run_1/density.png
(3 px per micron) 11 x 11 tiles, from black (low) to pale yellow (high), 0 to 100% covered.
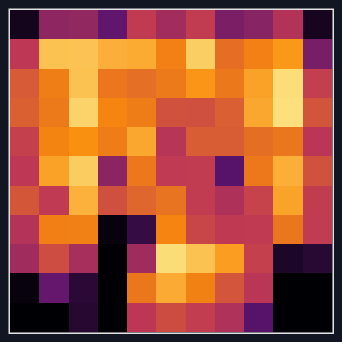
run_1/final_clocks.png
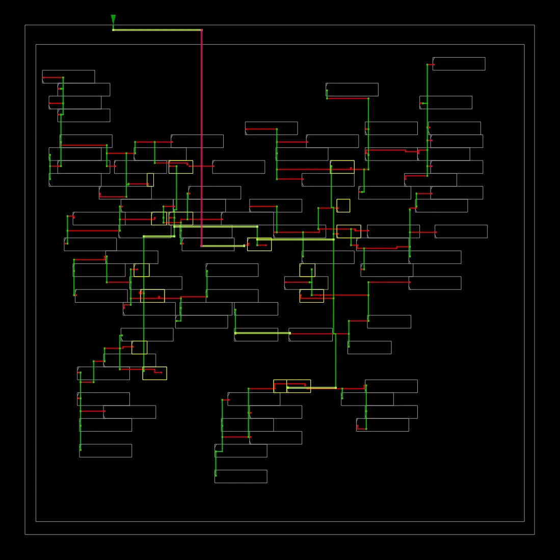
run_1/pdn.png
(3 px per micron) Pins as bars on the die edge.
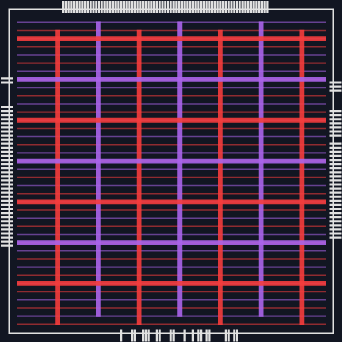
Design rf_wport_arbiter, sky130hd; sources not shown.
==> flow_summary.json, run 1 <==
{
  "gr-total-overflow": 0,
  "fmax_mhz": 182,
  "drc": 0,
  "area_growth_pct": 47.8,
  "cp_max_fo": 10,
  "layout_top_cell": "nand2_1",
  "vias": 3710,
  "worst_pin_slew_ps": 519,
  "layout_top_cells": "nand2_1 (264), clkdlybuf4s50_1 (165), edfxtp_1 (74), buf_4 (38), inv_1 (38)",
  "wl_met1_microns": 4370,
  "cts_max_level": 3,
  "drv_cap": 0,
  "hp-class": "reg2reg",
  "dp_hpwl_microns": 8650,
  "drtIter0Drc": 225,
  "nFillCells": 887,
  "ios": 166,
  "largest_reg_flops": 64,
  "p_per_area_nw_per_um2": 360,
  "setup_viol": 0,
  "hold_viol": 0,
  "finish.instance_area_sq_um": 6330,
  "finalNetCount": 759,
  "outcome": "complete, no violations"
}
Notes on density.png above:
emptiest ninth of the die	bottom left
tiles over 75% full	20%
nearly empty tiles	8.3%
mean over tiles	53%
fullest tile	93%
post-layout util: 61.0%
FP Core Util: 41.3%
total core area: 10,400 sq um

Notes on final_clocks.png above:
clock tree buffer count of the final layout: 9
CTS sink count: 80

Notes on pdn.png above:
colour	net
purple	VDD
red	VSS
signal pins	166
met4 straps	7
met5 straps	7
met1 rails	38
rows	37
Max rail drop VDD: 0.000178 V
Die X: 107 microns

run 1: power breakdown:
| group | internal [W] | switching, W |
|---|---|---|
| registers | 0.000665 | 0.0000437 |
| logic | 0.000682 | 0.000574 |
| clock network | 0.000137 | 0.000180 |
| total | 0.00148 | 0.000798 |
run 1: critical path: stages:
cell and delay [ps]:
clkdlybuf4s50_1 430, nor2_1 140, nand3_2 120, nand3b_4 150
nand2_4 60, inv_2 140, buf_4 230, nand2_1 90
nand2_1 90, buf_4 110, clkdlybuf4s50_1 490
run 1: layout make-up:
cell class,instances,area [sq um],share of cell area [%]
multi-input cells,322,1380,21.8
well taps,136,170,2.69
repair buffers,167,1690,26.7
clock inverters,7,53.8,0.850
inverters,41,154,2.43
clock buffers,9,124,1.96
plain buffers,48,385,6.09
flip-flops and latches,80,2370,37.5
run 1: per-stage QoR:
stage	total power, W	util, %	hold slack [ps]	worst slack, ps	instances
final	0.00228	61.0	351	1200	810
after global routing	0.00246	61.0	371	1080	810
after CTS	0.00230	61.0	355	1180	810
after detailed placement	0.00198	59.3	344	1190	794
after global placement	0.00193	58.9	326	1140	792
after floorplan	0.00135	-	316	2310	491
run 1: per-layer routing:
layer  vias up  GRT usage (%)
met5         -              0
met2       122           36.1
met4         0           7.23
met3        12           4.24
met1      1721           22.7
li1       1855              -
run_1/registers.png
(3 px per micron) Other sequential cells in the stronger grey, the rest of the logic in the fainter grey.
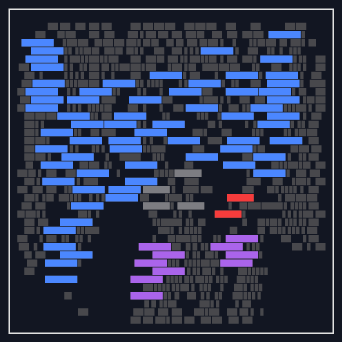

==> run 2: changes to the inputs <==
Settings changed: ABC_CLOCK_PERIOD_IN_PS 6700 to 4850, PLACE_DENSITY 0.79 to 0.82.
Clock period 6.7 ns to 4.85 ns, I/O delays scaled along.
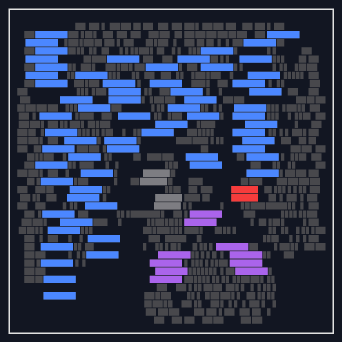
run_2/registers.png
(3 px per micron) Other sequential cells in the stronger grey, the rest of the logic in the fainter grey.
colour	netlist name	placed flops
blue	u_fifo/mem_rd_q	64
red	starve_q	2
purple	u_fifo/mem_addr_q	10
flop share of the area: 37.4%
register area: 2370 sq um
Seq. pwr: 0.000978 W

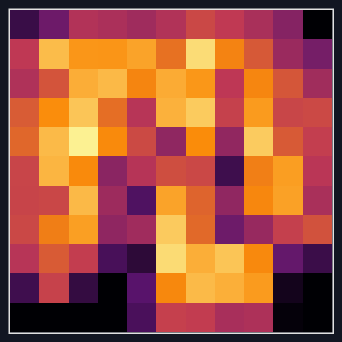
run_2/density.png
(3 px per micron) 11 x 11 tiles, from black (low) to pale yellow (high), 0 to 100% covered.
mean over tiles	53%
tiles over 75% full	26%
fullest tile	97%
nearly empty tiles	7.4%
emptiest ninth of the die	bottom left
post-layout util: 61.1%

==> run 2 against run 1 <==
- hold slack better by 1.2 ps
- combinational power up 38%
- area after synthesis unchanged
- sequential share of layout area fell by 0.059 points
- setup slack lost 980 ps
- routed wire length fell by 1.1%
- synthesized cell count unchanged
- sequential power increased by 38%
- flip-flop count is the same
- register-to-register slack worse by 1900 ps
- utilization increased by 0.096 points
- cell count unchanged
- largest cell class unchanged
- largest power group unchanged
==> flow_summary.json, run 2 <==
{
  "combGateArea_sq_um": 1380,
  "layout_top_cell": "nand2_1",
  "drc": 0,
  "finalNetCount": 759,
  "worst_pin_slew_ps": 512,
  "cp_top_family": "buffers and inverters",
  "slowest_stage": "clkdlybuf4s50_1",
  "drv_cap": 0,
  "cp_max_fo": 11,
  "hold_viol": 0,
  "vdd_drop_max_v": 0.000283,
  "path_buffers": 5,
  "hold_ws_ps": 352,
  "outcome": "complete, no violations",
  "p_per_area_nw_per_um2": 498,
  "place_ws_ps": 222,
  "dp_hpwl_microns": 8560,
  "coreArea_sq_um": 10400,
  "nFillCells": 887,
  "gr-total-overflow": 0
}
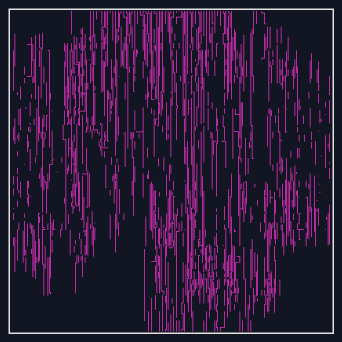
run_2/met2.png
(3 px per micron)
main direction	vertical
longest straight run	38.9 microns
share of all routed wire	53%
met2 usage: 36.6%
Post-Route WL: 11,100 microns
routed via count: 3,689

run 2: cell type report:
cell class,count,area share [%]
Sequential cell,80,37.4
Timing Repair Buffer,167,26.8
Multi-Input combinational cell,322,21.7
Buffer,48,6.08
Tap cell,136,2.68
Inverter,41,2.43
Clock buffer,9,1.95
Clock inverter,7,0.888
run 2: stage by stage:
step	cells	setup TNS [ps]	util [%]
floorplan	491	0	-
global placement	792	-8440	58.9
detailed placement	794	0	59.4
CTS	810	0	61.1
global route	810	0	61.1
finish	810	0	61.1
run 2: per-layer routing:
layer | wire length (microns) | vias to the layer above | share of wire, % | global-route usage, %
met4 | 167 | 0 | 1.5 | 6.78
met3 | 830 | 16 | 7.5 | 4.66
met1 | 4220 | 1692 | 38 | 20.6
li1 | - | 1854 | - | -
met2 | 5890 | 127 | 53 | 36.6
met5 | 0 | - | 0 | 0
run 2: where the power goes:
part / switching (W) / total, W / internal, W
logic: 0.000791 / 0.00174 / 0.000946
clock network: 0.000254 / 0.000445 / 0.000191
registers: 0.0000597 / 0.000978 / 0.000919
total: 0.00110 / 0.00316 / 0.00206
Power figures rest on the tool's default switching activity, not on a simulated workload.
